==> images/class_map.png <==
Drawn at 1 px/micron.
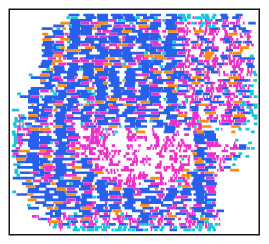
==> images/clock_wires.png <==
Drawn at 1 px/micron.
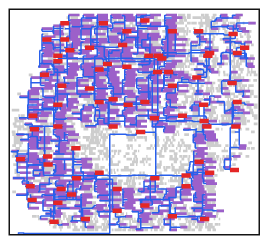
==> images/port_trees.png <==
Drawn at 2 px/micron.
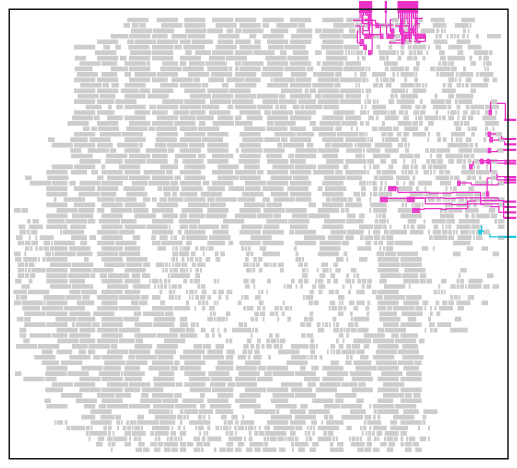
--- src/rtl/burst_grant_scheduler.sv ---
// burst_grant_scheduler: queues timed burst grants and issues start/stop/enable_till to the window generator.
// Optional macro SCHED_GUARD_EN issues start GUARD_CYCLES early and stretches the window by the same amount.
module burst_grant_scheduler #(
  parameter int DEPTH        = 8,
  parameter int CNT_W        = 4,
  parameter int GUARD_CYCLES = 4
) (
  input  logic             clk_in,
  input  logic             reset_n_in,
  input  logic             time_load,
  input  logic [31:0]      time_load_val,
  input  logic             grant_valid,
  output logic             grant_ready,
  input  logic [31:0]      grant_start,
  input  logic [31:0]      grant_len,
  input  logic             abort,
  output logic             start,
  output logic             stop,
  output logic [31:0]      enable_till,
  output logic             busy,
  output logic [31:0]      time_now,
  output logic [CNT_W-1:0] fifo_count,
  output logic             late_drop,
  output logic             zero_drop
);
  localparam int AW = $clog2(DEPTH);
`ifdef SCHED_GUARD_EN
  localparam int LEAD = GUARD_CYCLES;
`else
  localparam int LEAD = 0;
`endif
  typedef enum logic [1:0] {IDLE, HEAD, BUSY} state_t;
  state_t           state_q, state_d;
  logic [31:0]      time_q, time_d, cnt_q, cnt_d, en_q, en_d;
  logic [AW-1:0]    wr_q, wr_d, rd_q, rd_d;
  logic [CNT_W-1:0] count_q, count_d;
  logic             stop_q, stop_d, zd_q, zd_d;
  logic [63:0]      mem [DEPTH];
  logic             xfer, push, eval, issue, drop, pop;
  logic [31:0]      head_start, head_len, lead, diff, len_eff;
  logic [32:0]      len_sum;
  always_comb begin
    head_start  = mem[rd_q][63:32];
    head_len    = mem[rd_q][31:0];
    lead        = head_start - 32'(LEAD);
    len_sum     = {1'b0, head_len} + 33'(LEAD);
    len_eff     = len_sum[32] ? '1 : len_sum[31:0];
    diff        = lead - time_q;
    grant_ready = reset_n_in && count_q != CNT_W'(DEPTH) && !abort;
    xfer        = grant_valid && grant_ready;
    push        = xfer && grant_len != '0;
    // the head is judged whenever no window is running, or in the final cycle of one
    eval        = reset_n_in && !abort && count_q != '0 && (state_q != BUSY || cnt_q == 32'd1);
    issue       = eval && diff == '0;
    drop        = eval && diff[31];
    pop         = issue || drop;
    time_d      = time_load ? time_load_val : time_q + 32'd1;
    wr_d        = abort ? '0 : wr_q + AW'(push);
    rd_d        = abort ? '0 : rd_q + AW'(pop);
    count_d     = abort ? '0 : count_q + CNT_W'(push) - CNT_W'(pop);
    en_d        = issue ? len_eff : en_q;
    stop_d      = abort && state_q == BUSY;
    zd_d        = xfer && grant_len == '0;
    cnt_d       = issue ? len_eff : (state_q == BUSY ? cnt_q - 32'd1 : cnt_q);
    state_d     = abort ? IDLE :
                  issue ? BUSY :
                  (state_q == BUSY && cnt_q != 32'd1) ? BUSY :
                  count_d != '0 ? HEAD : IDLE;
    start       = issue;
    late_drop   = drop;
    enable_till = issue ? len_eff : en_q;
    busy        = state_q == BUSY;
    stop        = stop_q;
    zero_drop   = zd_q;
    time_now    = time_q;
    fifo_count  = count_q;
  end
  always_ff @(posedge clk_in) begin
    if (!reset_n_in) begin
      state_q <= IDLE;
      time_q  <= '0;
      cnt_q   <= '0;
      en_q    <= '0;
      wr_q    <= '0;
      rd_q    <= '0;
      count_q <= '0;
      stop_q  <= 1'b0;
      zd_q    <= 1'b0;
    end else begin
      state_q <= state_d;
      time_q  <= time_d;
      cnt_q   <= cnt_d;
      en_q    <= en_d;
      wr_q    <= wr_d;
      rd_q    <= rd_d;
      count_q <= count_d;
      stop_q  <= stop_d;
      zd_q    <= zd_d;
    end
  end
  always_ff @(posedge clk_in) begin
    if (push) mem[wr_q] <= {grant_start, grant_len};
  end
endmodule

--- config.mk ---
export PLATFORM = sky130hd
export DESIGN_NAME = burst_grant_scheduler
export DESIGN_NICKNAME = d
export VERILOG_FILES = /design/src/rtl/burst_grant_scheduler.sv
export SDC_FILE = /design/constraint.sdc
export NUM_CORES = 1
export LEC_CHECK = 0
export CELL_PAD_IN_SITES_DETAIL_PLACEMENT = 0
export CELL_PAD_IN_SITES_GLOBAL_PLACEMENT = 1
export CORE_ASPECT_RATIO = 0.9
export CORE_MARGIN = 1
export CORE_UTILIZATION = 50
export CTS_CLUSTER_DIAMETER = 40
export CTS_CLUSTER_SIZE = 28
export DETAILED_ROUTE_END_ITERATION = 7
export PLACE_DENSITY = 0.84
export SLEW_MARGIN = 20
export SYNTH_ARGS = -nofsm -noshare
export SYNTH_HDL_FRONTEND = slang
export SYNTH_SLANG_ARGS = --single-unit
--- constraint.sdc ---
create_clock -name clk_in -period 10.4 [get_ports clk_in]
set_input_delay 2.08 -clock clk_in [delete_from_list [all_inputs] [get_ports clk_in]]
set_output_delay 2.08 -clock clk_in [all_outputs]
set_load 0.005 [all_outputs]
==> run summary <==
run status: finished, final reports clean
design area: 0.0325 sq mm
FF-to-FF Start: rd_q[0]$_SDFF_PP0_
worst rel slew slack: 0.303
antenna cells: 0
Mux area share: 0.136
post-route ant nets: 0
DRC errors left: 0
synthesis area per yosys: 0.0274 sq mm
asr flop ratio synth: 0
final setup violation count: 0
Ys Warns: 0
cell taking the most area after synthesis: edfxtp_1
First DRT Iteration DRCs: 1,676
floorplan utilization: 0.511
Post-Synth Adder-Cell Area: 0.0208
worst setup margin: 0.590 ns
R2R depth: 21
post-synthesis cell count: 1,844
largest fanout on the critical path: 60
placed cell count: 2,637
worst vdd ir: 179 uV
core area: 0.0536 sq mm
clock sink total: 622
mean number of vias per cell: 5.99
Simple Share, Synth: 0.0794
fin crit share: 0.943
Hold Crit Endpoint: en_q[5]$_SDFF_PN0_
Chip Height: 224 microns
dpl hpwl: 43,300 microns
maximum capacitance violations: 0
Post-synth EDFFs: 512
clock skew: 0.0331 ns
Worst setup startpoint: rd_q[0]$_SDFF_PP0_
vias: 16,600
wire per inst: 24.1 microns
WL final: 66,800 microns
area share of the largest cell type after synthesis: 0.562
CTS root buf: clkbuf_16
Place WS: 1.19 ns
reg2reg end: state_q[0]$_SDFF_PP0_
Tool Warnings: 28
Finished Layout Cells: 2,771
max-slew violation count: 0
comb area leader: multiplexers
CP Class: reg -> out
Reg2Reg Setup Slack: 2.14 ns
Seq share, synth: 0.642
Fmax achieved: 102 MHz
pin count of the biggest net entering global routing: 75
Top-Level Pins: 175
CP endpoint kind: primary output
hold depth: 2
Min-Delay Path Class: reg -> reg
Post-Synth AOI/OAI Area: 0.0710
CP Data Arrival Time: 7.73 ns
startpoint types: flip-flop
Post-CTS Hold Buffers: 0
leakage power: 10.4 nW
clk slew on worst S/H paths: 0.06 ns
syn_area_per_cell: 14.8 sq um
Congestion Overflow GR: 0
fin util: 0.606
vias in the first global route: 16,400
commonest cells in the synthesized netlist: edfxtp_1 (512), mux4_2 (128), nand2_1 (128)
top cells, area: edfxtp_1 (56%), mux4_2 (11%), dfxtp_1 (8.0%)
Chip Area: 0.0557 sq mm
CTS tree: built
Port Buffer Count: 174
Post-DP Area: 0.0298 sq mm
XOR-XNOR Cells, Area Fraction: 0.0240
library cells used by synthesis: 73
clk buf depth: 3
CTS resizes: 0
PwrDens: 177 mW/mm^2
RSZ-0062 raised after global routing: no
worst slew pin tran: 1.05 ns
TNS Setup: 0 ns
worst hold start: en_q[5]$_SDFF_PN0_
share of post-route cells with drive strength above 1: 0.176
Final Hold Fails: 0
About class_map.png:
[remaining buffers and delay cells] cyan | cells: 199
[remaining logic cells] magenta | cells: 1,119
[registers] blue | cells: 622
[clock drivers and dummy loads] orange | cells: 134

About clock_wires.png:
[clock wires] blue | length: 6,980 microns
[clock-net drivers] red | count: 73
[flip-flops] purple | count: 622
routed clock nets: 74
flops lie: all over the die

About port_trees.png:
[enable_till] magenta | bits: 32 | direction: output | edge: 19 top, 13 right | end cells: 32 | wire: 699 microns
[grant_ready] cyan | bits: 1 | direction: output | edge: right | end cells: 1 | wire: 15.4 microns

where the power goes:
group / switching, mW / internal, mW
combinational: 0.202 / 0.131
clock: 1.13 / 1.57
sequential: 0.0122 / 2.71
total: 1.34 / 4.41
critical path, stage by stage, from the launching register on:
cell,delay (ns)
dfxtp_4,0.87
buf_12,0.35
mux4_2,0.56
mux2_2,0.30
ha_1,0.58
nand4_1,0.29
or3_1,0.53
o41ai_1,0.28
a21oi_1,0.13
xnor2_1,0.66
nand4_1,0.30
buf_4,0.40
or3_2,0.93
a21oi_1,0.33
clkdlybuf4s50_1,0.53
sequential cells by signal (all words and copies together) (netlist names):
register,count
rd_q,3
wr_q,3
zero_drop,1
stop,1
cnt_q,32
state_q,2
fifo_count,4
mem,512
time_now,32
en_q,32
final cells by class:
type	instances	area (sq um)	area share
inverter	79	297	0.00913
multi-input combinational	1040	9140	0.281
sequential	622	17600	0.542
clock buffer	76	1900	0.0586
timing repair buffer	199	1930	0.0595
tap	697	872	0.0269
clock inverter	58	738	0.0227
kinds of logic (layout without fill, tap and decap cells):
family | after synthesis | in the layout
flops | 622 | 622
simple gates | 417 | 417
compound gates | 296 | 296
mux | 207 | 207
buf+inv | 182 | 412
xor+xnor | 75 | 75
fa+ha+maj | 45 | 45
routing by layer:
layer / vias to the layer above / routed length (microns) / track usage
li1: 7559 / - / -
met1: 8284 / 29900 / 0.355
met2: 634 / 30500 / 0.367
met3: 104 / 5200 / 0.0541
met4: 8 / 1180 / 0.0597
met5: - / 47 / 0
No activity file was given, so power comes from the tool's default toggle rates.
